===== config.mk =====
export PLATFORM = sky130hd
export DESIGN_NAME = front_panel_ctrl
export DESIGN_NICKNAME = d
export VERILOG_FILES = /design/src/rtl/front_panel_ctrl_pkg.sv /design/src/rtl/front_panel_ctrl_button_cond.sv /design/src/rtl/front_panel_ctrl.sv
export SDC_FILE = /design/constraint.sdc
export NUM_CORES = 1
export LEC_CHECK = 0
export CORE_MARGIN = 2
export CORE_UTILIZATION = 55
export CTS_BUF_LIST = sky130_fd_sc_hd__clkbuf_8
export DETAILED_ROUTE_END_ITERATION = 10
export GPL_ROUTABILITY_DRIVEN = 0
export PLACE_DENSITY = 0.83
export SYNTH_ARGS = -nofsm -noshare
export SYNTH_HDL_FRONTEND = slang
export SYNTH_SLANG_ARGS = --single-unit

===== constraint.sdc =====
create_clock -name clk -period 3.3 [get_ports clk]
set_input_delay 0.33 -clock clk [delete_from_list [all_inputs] [get_ports clk]]
set_output_delay 0.33 -clock clk [all_outputs]
set_load 0.02 [all_outputs]

===== src/rtl/front_panel_ctrl_pkg.sv =====
`default_nettype none
// ============================================================================
// Module  : front_panel_ctrl_pkg
// Purpose : Shared word type and front-panel FSM state encoding.
// Rev     : 1.0  initial release
// ============================================================================
package front_panel_ctrl_pkg;

  localparam int WORD_W = 12;

  typedef logic [WORD_W-1:0] word_t;

  typedef enum logic [2:0] {
    FP_IDLE   = 3'd0,
    FP_LOADPC = 3'd1,
    FP_LOADAC = 3'd2,
    FP_WRITE  = 3'd3,
    FP_INC    = 3'd4
  } fp_state_t;

  function automatic word_t word_inc(input word_t w);
    return w + word_t'(1);
  endfunction

endpackage
`default_nettype wire


===== src/rtl/front_panel_ctrl_button_cond.sv =====
`default_nettype none
// ============================================================================
// Module  : fp_button_cond
// Purpose : Button synchroniser, stable-high debounce counter, press pulse.
// Rev     : 1.0  initial release
// ============================================================================
module fp_button_cond #(
  parameter int SYNC_STAGES     = 2,
  parameter int DEBOUNCE_CYCLES = 4
) (
  input  logic clk,
  input  logic rst,
  input  logic i_btn,
  output logic o_press
);

  localparam logic [7:0] c_DEB = 8'(DEBOUNCE_CYCLES);

  logic [SYNC_STAGES-1:0] r_sync;
  logic [7:0]             r_cnt;
  logic                   w_sync;

  assign w_sync = r_sync[SYNC_STAGES-1];

  always_ff @(posedge clk or posedge rst) begin
    if (rst) begin
      r_sync <= '0;
    end else begin
      r_sync[0] <= i_btn;
      for (int i = 1; i < SYNC_STAGES; i++) begin
        r_sync[i] <= r_sync[i-1];
      end
    end
  end

  // Saturation at the threshold keeps a held button from re-firing.
  always_ff @(posedge clk or posedge rst) begin
    if (rst) begin
      r_cnt <= '0;
    end else if (!w_sync) begin
      r_cnt <= '0;
    end else if (r_cnt != c_DEB) begin
      r_cnt <= r_cnt + 8'd1;
    end
  end

  assign o_press = w_sync && (r_cnt == (c_DEB - 8'd1));

endmodule
`default_nettype wire


===== src/rtl/front_panel_ctrl.sv =====
`default_nettype none
// ============================================================================
// Module  : front_panel_ctrl
// Purpose : Front-panel Load PC / Load AC / Deposit sequencer for stopped CPU.
// Rev     : 1.0  initial release
// ============================================================================
module front_panel_ctrl
  import front_panel_ctrl_pkg::*;
#(
  parameter int SYNC_STAGES     = 2,
  parameter int DEBOUNCE_CYCLES = 4
) (
  input  logic  clk,
  input  logic  reset,
  input  logic  run,
  input  word_t sw_data,
  input  logic  btn_load_pc,
  input  logic  btn_deposit,
  input  logic  btn_load_ac,
  input  logic  mem_finished,
  output logic  fp_write_enable,
  output word_t fp_address,
  output word_t fp_write_data,
  output logic  fp_load_pc,
  output logic  fp_load_ac,
  output word_t fp_value,
  output word_t load_addr,
  output logic  busy
);

  fp_state_t r_state;
  fp_state_t w_next;
  logic      w_press_pc;
  logic      w_press_dep;
  logic      w_press_ac;
  logic      w_ev_pc;
  logic      w_ev_dep;
  logic      w_ev_ac;
  word_t     r_fp_value;
  word_t     r_load_addr;
  word_t     r_fp_address;
  word_t     r_fp_write_data;

  fp_button_cond #(.SYNC_STAGES(SYNC_STAGES), .DEBOUNCE_CYCLES(DEBOUNCE_CYCLES)) u_cond_pc (
    .clk(clk), .rst(reset), .i_btn(btn_load_pc), .o_press(w_press_pc)
  );
  fp_button_cond #(.SYNC_STAGES(SYNC_STAGES), .DEBOUNCE_CYCLES(DEBOUNCE_CYCLES)) u_cond_dep (
    .clk(clk), .rst(reset), .i_btn(btn_deposit), .o_press(w_press_dep)
  );
  fp_button_cond #(.SYNC_STAGES(SYNC_STAGES), .DEBOUNCE_CYCLES(DEBOUNCE_CYCLES)) u_cond_ac (
    .clk(clk), .rst(reset), .i_btn(btn_load_ac), .o_press(w_press_ac)
  );

  // Events only count in idle with the CPU stopped; priority pc > deposit > ac.
  assign w_ev_pc  = w_press_pc  && !run && (r_state == FP_IDLE);
  assign w_ev_dep = w_press_dep && !run && (r_state == FP_IDLE) && !w_press_pc;
  assign w_ev_ac  = w_press_ac  && !run && (r_state == FP_IDLE) && !w_press_pc && !w_press_dep;

  always_ff @(posedge clk or posedge reset) begin
    if (reset) begin
      r_state <= FP_IDLE;
    end else begin
      r_state <= w_next;
    end
  end

  always_comb begin
    w_next          = r_state;
    fp_write_enable = 1'b0;
    fp_load_pc      = 1'b0;
    fp_load_ac      = 1'b0;
    busy            = 1'b1;
    case (r_state)
      FP_IDLE: begin
        busy = 1'b0;
        if (w_ev_pc) begin
          w_next = FP_LOADPC;
        end else if (w_ev_dep) begin
          w_next = FP_WRITE;
        end else if (w_ev_ac) begin
          w_next = FP_LOADAC;
        end
      end
      FP_LOADPC: begin
        fp_load_pc = 1'b1;
        w_next     = FP_IDLE;
      end
      FP_LOADAC: begin
        fp_load_ac = 1'b1;
        w_next     = FP_IDLE;
      end
      FP_WRITE: begin
        fp_write_enable = 1'b1;
        if (mem_finished) begin
          w_next = FP_INC;
        end
      end
      FP_INC: begin
        w_next = FP_IDLE;
      end
      default: begin
        w_next = FP_IDLE;
      end
    endcase
  end

  always_ff @(posedge clk or posedge reset) begin
    if (reset) begin
      r_fp_value      <= '0;
      r_load_addr     <= '0;
      r_fp_address    <= '0;
      r_fp_write_data <= '0;
    end else begin
      if (w_ev_pc) begin
        r_fp_value  <= sw_data;
        r_load_addr <= sw_data;
      end
      if (w_ev_dep) begin
        r_fp_address    <= r_load_addr;
        r_fp_write_data <= sw_data;
      end
      if (w_ev_ac) begin
        r_fp_value <= sw_data;
      end
      if (r_state == FP_INC) begin
        r_load_addr <= word_inc(r_load_addr);
      end
    end
  end

  assign fp_value      = r_fp_value;
  assign load_addr     = r_load_addr;
  assign fp_address    = r_fp_address;
  assign fp_write_data = r_fp_write_data;

endmodule
`default_nettype wire

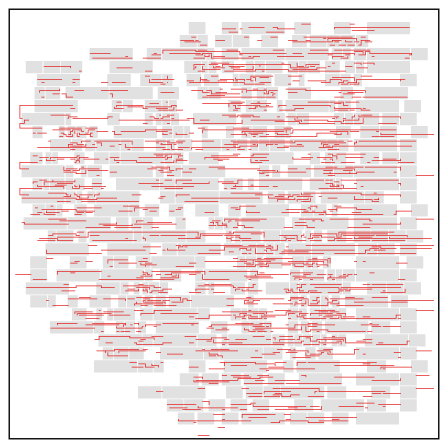
Fig. 1. M1 wires (run 1).
The layer holds 42% of the routed length. The longest straight run is 26.7 um.

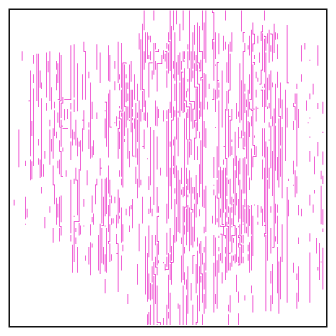
Fig. 2. M2 wires (run 1).
The longest straight run is 39.3 um. 414 nets have wire on it. The layer carries 4620 um of wire. The layer holds 52% of the routed length.

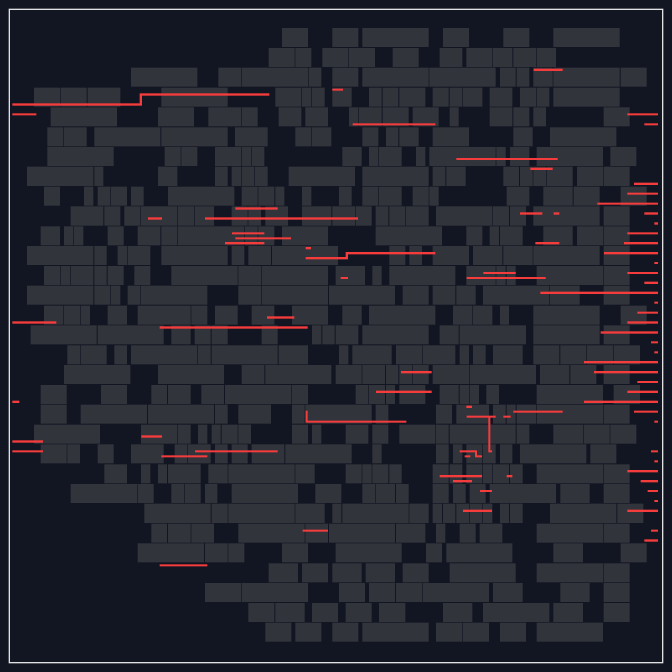
Fig. 3. Metal 3 (run 1).
The layer carries 407 um of wire. The longest straight run is 20.7 um. The wires run mostly horizontal. The layer holds 4.6% of the routed length.

==> changes_impl.md, run 1 <==
## Implementation

* Starting Density at 0.560
* Seq group at 1470 uW
* Design Power at 3250 uW
* DR pass1 iterations at 4
* Basic Gates by Area at 0.211
* Top power group: registers
* Clock Sinks at 81
* Hold WC Path Type: reg -> reg
* CTS Root Cell: clkbuf_8
* Area fraction in compound gates at 0.114
* Startpoint types: flip-flop
* R2r endpoint: fp_write_data[4]$_DFFE_PP0P_
* Cell Area, Synth at 4020 sq um
* Worst hold stages at 0
* Vias per cell at 5.88
* Dominant comb cell: simple AND/OR/NAND/NOR gates
* CTS tree: built
* Die height at 89.5 um
* Max Cap Viol at 0
* Outcome: finished, final reports clean
* RSZ-0062 raised after global routing: false
* Final setup TNS at 0 ps
* Fraction of layout cells with a size suffix above 1 at 0.0856
* Final wirelength at 8960 um
* Cycle use final at 0.747
* Worst setup margin at 836 ps
* Inst Count DP at 527
* Clock buffer depth at 2
* Post-CTS setup buffer count at 0
* Yosys cell types at 53
* Fin cells at 543
* CTS Hold Bufs at 0
* Synth Warn # at 0
* Initial DRC Count at 215
* MUX share of area at 0.0822
* FILL cells at 549
* Hold WS at 353 ps
* Leakage at 0.00207 uW
* Post-DP Area at 4780 sq um
* PortBufs at 70
* Crit-path slowest cell: and4_1
* Data arrival, critical path at 2700 ps
* Registers, synthesis at 81
* Vias at 3195
* Adder share at 0.0218
* Crit-path leading delay family: simple AND/OR/NAND/NOR gates
* Worst Skew at 16.3 ps
* Worst-path fanout max at 27
* Pwr/cell area at 656 nW/um^2
* Syn Inst Count at 371
* Post-DP HPWL at 6350 um
* Cts repair resizes at 0
-- run 1: cell usage in the layout (no fill, tap or decap), types with 8 or more instances in the layout --
cell / synthesis / layout
and2_1: 16 / 16
o211ai_1: 14 / 14
mux2_1: 16 / 16
clkdlybuf4s50_1: 0 / 70
xnor2_1: 13 / 13
or3_1: 17 / 17
clkbuf_8: 0 / 9
mux2_2: 8 / 8
inv_1: 11 / 11
dfrtp_1: 81 / 81
nand2_1: 27 / 27
o21ai_0: 11 / 11
a21oi_1: 8 / 8
nand3_1: 35 / 35
a2bb2oi_1: 11 / 11
-- run 1: cells in the mapped netlist (3+ instances only) --
| master | n | area share |
|---|---|---|
| buf_6 | 3 | 0.0084 |
| a31oi_1 | 6 | 0.0093 |
| nor2b_1 | 5 | 0.0078 |
| nand3_1 | 35 | 0.044 |
| dfrtp_1 | 81 | 0.50 |
| nor3_1 | 5 | 0.0062 |
| nand2_1 | 27 | 0.025 |
| a21oi_1 | 8 | 0.010 |
| xnor2_1 | 13 | 0.028 |
| and3_1 | 7 | 0.011 |
| o21ai_0 | 11 | 0.014 |
| nand4_1 | 5 | 0.0078 |
| or3_1 | 17 | 0.026 |
| and2_1 | 16 | 0.025 |
| o211ai_1 | 14 | 0.026 |
| buf_2 | 4 | 0.0050 |
| nor2_1 | 7 | 0.0065 |
| mux2i_1 | 6 | 0.015 |
| clkbuf_1 | 7 | 0.0065 |
| ha_1 | 7 | 0.022 |
| mux2_1 | 16 | 0.045 |
| a21boi_0 | 4 | 0.0075 |
| a2bb2oi_1 | 11 | 0.024 |
| nor4_1 | 5 | 0.0078 |
| inv_1 | 11 | 0.010 |
| mux2_2 | 8 | 0.022 |
-- run 1: how the worst max path moves through the flow --
| stage | startpoint | to | slack [ps] |
|---|---|---|---|
| final | u_cond_dep.r_cnt[3]$_DFFE_PP0P_ | fp_write_data[4]$_DFFE_PP0P_ | 840 |
| after global routing | u_cond_dep.r_cnt[1]$_DFFE_PP0P_ | fp_write_data[9]$_DFFE_PP0P_ | 630 |
| after CTS | u_cond_dep.r_cnt[3]$_DFFE_PP0P_ | fp_write_data[4]$_DFFE_PP0P_ | 830 |
| after detailed placement | u_cond_dep.r_cnt[3]$_DFFE_PP0P_ | fp_write_data[2]$_DFFE_PP0P_ | 840 |
| after global placement | u_cond_dep.r_cnt[3]$_DFFE_PP0P_ | fp_write_data[9]$_DFFE_PP0P_ | 920 |
| after floorplan | reset | fp_address[0]$_DFFE_PP0P_ | 890 |
-- run 1: cell type report --
cell class,count,area (sq um),area share
flip-flops and latches,81,2030,0.409
multi-input cells,263,1850,0.374
repair buffers,73,736,0.148
clock buffers,9,124,0.0250
well taps,99,124,0.0250
clock inverters,7,47.5,0.00960
inverters,11,42.5,0.00859
-- run 1: per-layer routing --
metal	share of wire	vias up	track usage	routed length, um
met3	0.045	20	0.0425	407
met5	0	-	0	0
li1	-	1483	-	-
met2	0.52	107	0.402	4620
met4	0.022	0	0.107	195
met1	0.42	1585	0.299	3740
Fig. 4: run 1, routing congestion
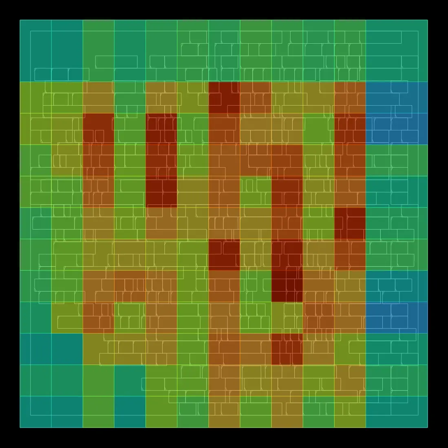

## Run 2: what changed since run 1
Settings changed: CORE_UTILIZATION 55 to 49, PLACE_DENSITY 0.83 to 0.78.
Clock period 3.3 ns to 2.2 ns, I/O delays scaled along.
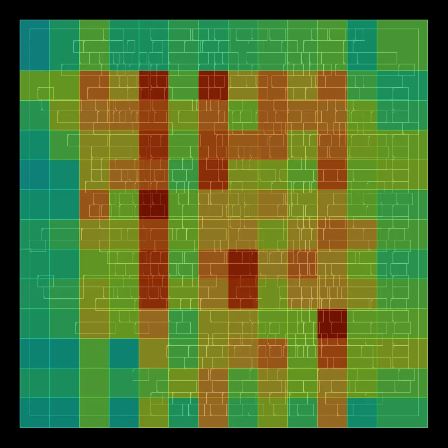
Fig. 5. Routing congestion (run 2).
GR peak layer: met2
final core utilization: 0.621

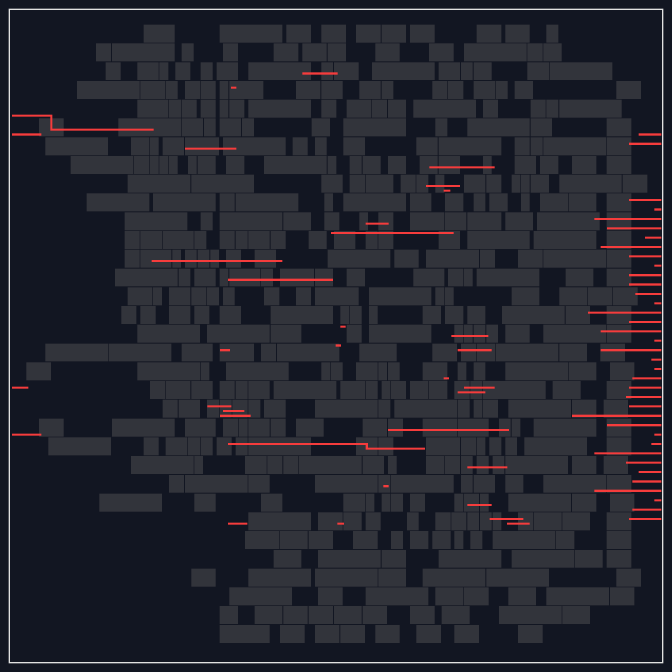
Fig. 6. Metal 3 (run 2).
The layer holds 4.4% of the routed length. The layer carries 380 um of wire.

==> changes_impl.md, run 2 <==
## Implementation

* Initial DRC Count at 129 (was 215)
* Starting Density at 0.496 (was 0.560)
* Worst-path fanout max at 7 (was 27)
* Final setup viols at 0 (unchanged)
* Routed Antenna Nets at 0 (unchanged)
* Post-synth seq share at 0.505 (unchanged)
* Yosys cell types at 53 (unchanged)
* Synth cell count leaders: dfrtp_1 (81), nand3_1 (35), nand2_1 (27) (unchanged)
* Most frequent cells in the layout: dfrtp_1 (81), clkdlybuf4s50_1 (70), nand3_1 (35) (unchanged)
* Final wirelength at 8560 um (was 8960 um)
* Leakage at 0.00211 uW (was 0.00207 uW)
* Worst Skew at 19.3 ps (was 16.3 ps)
* Reg2reg setup slack at 200 ps (was 840 ps)
* Clock Sinks at 81 (unchanged)
* PortBufs at 70 (unchanged)
* Int Pwr at 3130 uW (was 2060 uW)
* Worst Setup EP: fp_load_pc (was fp_write_data[4]$_DFFE_PP0P_)
* Row count at 33 (was 31)
* Cycle use final at 0.922
* WL/cell at 15.4 um (was 16.5 um)
* Chip Area, Yosys at 4020 sq um (unchanged)
* DR pass1 iterations at 4 (unchanged)
* CTS Hold Bufs at 0 (unchanged)
* Fin cells at 555 (was 543)
* Post-CTS setup buffer count at 0 (unchanged)
* Post-synth EDFFs at 0 (unchanged)
* Worst hold stages at 1 (was 0)
* Maximum VDD drop at 0.389 mV (was 0.324 mV)
* Registers, synthesis at 81 (unchanged)
* Htree depth at 3 (unchanged)
* Data arrival, critical path at 1810 ps (was 2700 ps)
* CTS Root Cell: clkbuf_8 (unchanged)
* Chip area at 8940 sq um (was 8000 sq um)
* CTS tree: built (unchanged)
* Syn Area/Cell at 10.8 sq um (unchanged)
* Pwr/cell area at 982 nW/um^2 (was 656 nW/um^2)
* Top-count cell post-synth: dfrtp_1 (unchanged)
* Synth area leader: dfrtp_1 (unchanged)
* Synth Warn # at 0 (unchanged)
* P_sw at 1800 uW (was 1180 uW)
* Top cell area share at 0.505 (unchanged)
* Vias at 3115 (was 3195)
* Post-DP HPWL at 6020 um (was 6350 um)
* Logic pwr share at 0.353 (was 0.352)
* Required time of the critical path at 1980 ps (was 3530 ps)
* R2r endpoint: load_addr[2]$_DFFE_PP0P_ (was fp_write_data[4]$_DFFE_PP0P_)
* Reg-to-reg startpoint: r_state[0]$_DFFE_PP0P_ (was u_cond_dep.r_cnt[3]$_DFFE_PP0P_)
* Met1 Usage GRT at 0.284 (was 0.299)
* Largest net degree at the start of global routing at 82 (was 46)
* Initial antenna violation count at 0 (unchanged)
* Hold WC Path Type: in -> reg (was reg -> reg)
* Vias per cell at 5.61 (was 5.88)
* Critical Path Source: r_state[0]$_DFFE_PP0P_ (was u_cond_dep.r_cnt[3]$_DFFE_PP0P_)
* Cts repair resizes at 0 (unchanged)
* FMAX at 0.493 GHz
* Met3 Usage GRT at 0.0415 (was 0.0425)
* Outcome: finished, final reports clean (unchanged)
* Clock buffer depth at 2 (unchanged)
* Final hold violation count at 0 (unchanged)
* Final setup TNS at 0 ps (unchanged)
* Reg2Reg Depth at 4 (unchanged)
* Cell Area, Synth at 4020 sq um (unchanged)
* Die height at 94.6 um (was 89.5 um)
* Post-DP Area at 4840 sq um (was 4780 sq um)
* Commonest Layout Cell: dfrtp_1 (unchanged)
* GRT met2 Usage at 0.333 (was 0.402)
* IO Pins at 71 (unchanged)
* Syn Inst Count at 371 (unchanged)
* Die x size at 94.6 um (was 89.5 um)
* Inst Count DP at 539 (was 527)
* Fraction of layout cells with a size suffix above 1 at 0.100 (was 0.0856)
* Startpoint types: flip-flop (unchanged)
* RSZ-0062 raised after global routing: false (unchanged)
* Top area cell types: dfrtp_1 (50%), mux2_1 (4.5%), nand3_1 (4.4%) (unchanged)
* Max Cap Viol at 0 (unchanged)
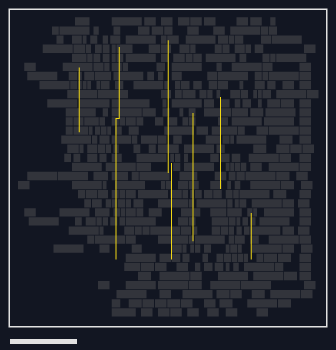
Fig. 7. Met4 routing (run 2).
Bar = 20 um.
The wires run mostly vertical. The longest straight run is 42.0 um. The layer holds 2.7% of the routed length.

-- run 2: layout make-up --
cell class / instances / area, sq um
clock inverter: 7 / 60.1
sequential: 81 / 2030
timing repair buffer: 79 / 781
fill: 679 / 3070
clock buffer: 9 / 124
multi-input combinational: 263 / 1850
tap: 105 / 131
inverter: 11 / 45.0
-- run 2: cell families (layout without fill, tap and decap cells) --
group                      Yosys count  count (layout)  share of synthesized area
and+or+nand+nor                    147             147                      0.211
DFF                                 81              81                      0.505
AOI/OAI and AO/OA                   64              64                      0.114
muxes                               30              30                     0.0822
buffers and inverters               27             106                     0.0339
xor gates and xnor gates            15              15                     0.0327
adders and majority gates            7               7                     0.0218
-- run 2: critical path, stage by stage (launching register included) --
cell and delay [ps]:
dfrtp_1 490, nor3b_1 300, clkdlybuf4s50_1 660
-- run 2: how the worst min path moves through the flow --
stage,endpoint,slack (ps),start
after floorplan,u_cond_ac.r_sync[0]$_DFF_PP0_,250,btn_load_ac
after global placement,u_cond_dep.r_sync[1]$_DFF_PP0_,330,u_cond_dep.r_sync[0]$_DFF_PP0_
after detailed placement,u_cond_pc.r_sync[1]$_DFF_PP0_,330,u_cond_pc.r_sync[0]$_DFF_PP0_
after CTS,u_cond_ac.r_sync[0]$_DFF_PP0_,290,btn_load_ac
after global routing,u_cond_dep.r_sync[0]$_DFF_PP0_,290,btn_deposit
final,u_cond_ac.r_sync[0]$_DFF_PP0_,300,btn_load_ac
-- run 2: routing by layer --
metal,share of wire,routed length [um]
met1,0.45,3850
met2,0.48,4100
met3,0.044,379
met4,0.027,230
met5,0,0
-- run 2: per-stage QoR --
| stage | power (uW) | setup slack (ps) | hold slack (ps) |
|---|---|---|---|
| finish | 4930 | 172 | 297 |
| global route | 5220 | 3.31 | 294 |
| CTS | 4970 | 162 | 286 |
| detailed placement | 3950 | 102 | 335 |
| global placement | 3900 | 111 | 332 |
| floorplan | 3050 | 439 | 251 |
-- run 2: power by group through the flow --
| stage | registers [uW] | clock network [uW] | logic [uW] |
|---|---|---|---|
| after floorplan | 2510 | 0 | 538 |
| after global placement | 2180 | 0 | 1720 |
| after detailed placement | 2200 | 0 | 1750 |
| after CTS | 2170 | 1050 | 1760 |
| after global routing | 2220 | 1120 | 1880 |
| final | 2160 | 1030 | 1740 |
## Run 3: what changed since run 2
Settings changed: TNS_END_PERCENT from default to 1.
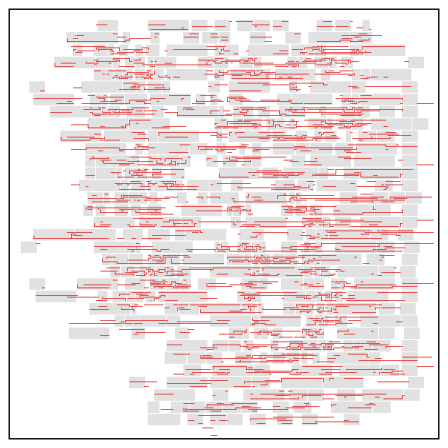
Fig. 8. M1 wires (run 3).
The wires run mostly horizontal. The layer carries 3850 um of wire. The longest straight run is 32.7 um.

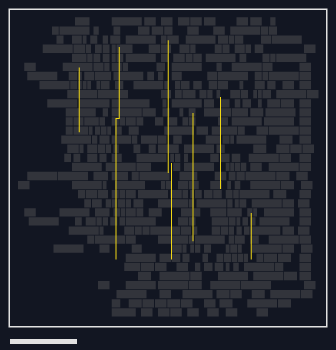
Fig. 9. Met4 routing (run 3).
Bar = 20 um.
7 nets have wire on it. The layer carries 230 um of wire. The layer holds 2.7% of the routed length. The wires run mostly vertical.

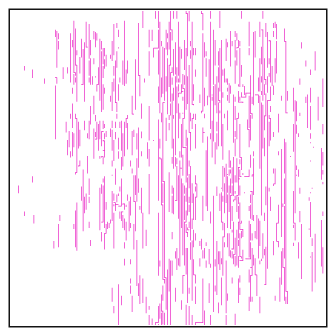
Fig. 10. M2 wires (run 3).
The wires run mostly vertical. The layer holds 48% of the routed length. The layer carries 4100 um of wire. 410 nets have wire on it.

==> changes_impl.md, run 3 <==
## Implementation

* Outcome: finished, final reports clean (unchanged)
* Max Cap Viol at 0 (unchanged)
* Data arrival, critical path at 1810 ps (about the same)
* Flop area at 2030 sq um (unchanged)
* Startpoint types: flip-flop (unchanged)
* Synth Warn # at 0 (unchanged)
* Pre-CTS worst setup slack at 102 ps (unchanged)
* Clock buffer depth at 2 (unchanged)
* Syn Area/Cell at 10.8 sq um (unchanged)
* MI comb area at 1850 sq um (unchanged)
* Top-count cell post-synth: dfrtp_1 (unchanged)
* Highest Signal Layer: met4 (unchanged)
* Final hold violation count at 0 (unchanged)
* Die height at 94.6 um (unchanged)
* Final setup viols at 0 (unchanged)
* Registers, synthesis at 81 (unchanged)
* Final core utilization at 0.621 (unchanged)
* DR pass1 iterations at 4 (unchanged)
* Cts repair resizes at 0 (unchanged)
* Reg-to-reg startpoint: r_state[0]$_DFFE_PP0P_ (unchanged)
* WL met2 at 4100 um (unchanged)
* Htree depth at 3 (unchanged)
* Clock Sinks at 81 (unchanged)
* CTS Hold Bufs at 0 (unchanged)
* Pwr/cell area at 982 nW/um^2 (unchanged)
* Most frequent cells in the layout: dfrtp_1 (81), clkdlybuf4s50_1 (70), nand3_1 (35) (unchanged)
* Chip Area, Yosys at 4020 sq um (unchanged)
* DR WL met3 at 379 um (unchanged)
* Fin cells at 555 (unchanged)
* Commonest Layout Cell: dfrtp_1 (unchanged)
* PortBufs at 70 (unchanged)
* Top area cell types: dfrtp_1 (50%), mux2_1 (4.5%), nand3_1 (4.4%) (unchanged)
* Post-DP HPWL at 6020 um (unchanged)
* Routed Antenna Nets at 0 (unchanged)
* Final setup TNS at 0 ps (unchanged)
* Worst setup margin at 172 ps (unchanged)
* Met1 wire length at 3850 um (unchanged)
* Initial DRC Count at 129 (unchanged)
* Cycle use final at 0.922 (unchanged)
* Initial antenna violation count at 0 (unchanged)
[run 3: cell counts after synthesis]
No cell type changed its count.
[run 3: per-stage QoR]
| step | instance area (sq um) | hold slack (ps) |
|---|---|---|
| CTS | 5020 | 286 |
| detailed placement | 4840 | 335 |
| global placement | 4840 | 332 |
| floorplan | 4020 | 251 |
| global route | 5020 | 294 |
| finish | 5020 | 297 |
[run 3: worst max-delay path, cell delays in order (launching register included)]
cell and delay, ps:
dfrtp_1 490, nor3b_1 300, clkdlybuf4s50_1 660
[run 3: per-layer routing]
layer  vias to the layer above  global-route usage
met5                         -                   0
met4                         0              0.0845
met3                        18              0.0415
met2                        86               0.333
met1                      1516               0.284
li1                       1495                   -
[run 3: layout make-up]
class,instances,share of cell area
clock buffer,9,0.0247
clock inverter,7,0.0120
inverter,11,0.00897
multi-input combinational,263,0.369
sequential,81,0.404
tap,105,0.0262
timing repair buffer,79,0.155
[run 3: final timing paths]
| kind | end | slack, ps | cells past startpoint |
|---|---|---|---|
| setup / recovery | fp_load_pc | 170 | 2 |
| hold / removal | u_cond_ac.r_sync[0]$_DFF_PP0_ | 300 | 1 |
| setup reg to reg | load_addr[2]$_DFFE_PP0P_ | 200 | 4 |
| hold reg to reg | u_cond_pc.r_sync[1]$_DFF_PP0_ | 350 | 0 |
| max in group asynchronous | u_cond_ac.r_cnt[5]$_DFFE_PP0P_ | 1560 | 3 |
| min in group asynchronous | load_addr[10]$_DFFE_PP0P_ | 330 | 3 |
[run 3: kinds of logic (layout without fill, tap and decap cells)]
group | Yosys count | after routing | share of synthesized area
AOI/OAI and AO/OA | 64 | 64 | 0.114
xor gates and xnor gates | 15 | 15 | 0.0327
adders and majority gates | 7 | 7 | 0.0218
buffers and inverters | 27 | 106 | 0.0339
DFF | 81 | 81 | 0.505
muxes | 30 | 30 | 0.0822
and+or+nand+nor | 147 | 147 | 0.211
[run 3: report_power, final]
group / total [uW] / switching (uW) / internal, uW
Combinational: 1740 / 863 / 876
Clock: 1030 / 603 / 428
Sequential: 2160 / 334 / 1830
Total: 4930 / 1800 / 3130
Power figures rest on the tool's default switching activity, not on a simulated workload.
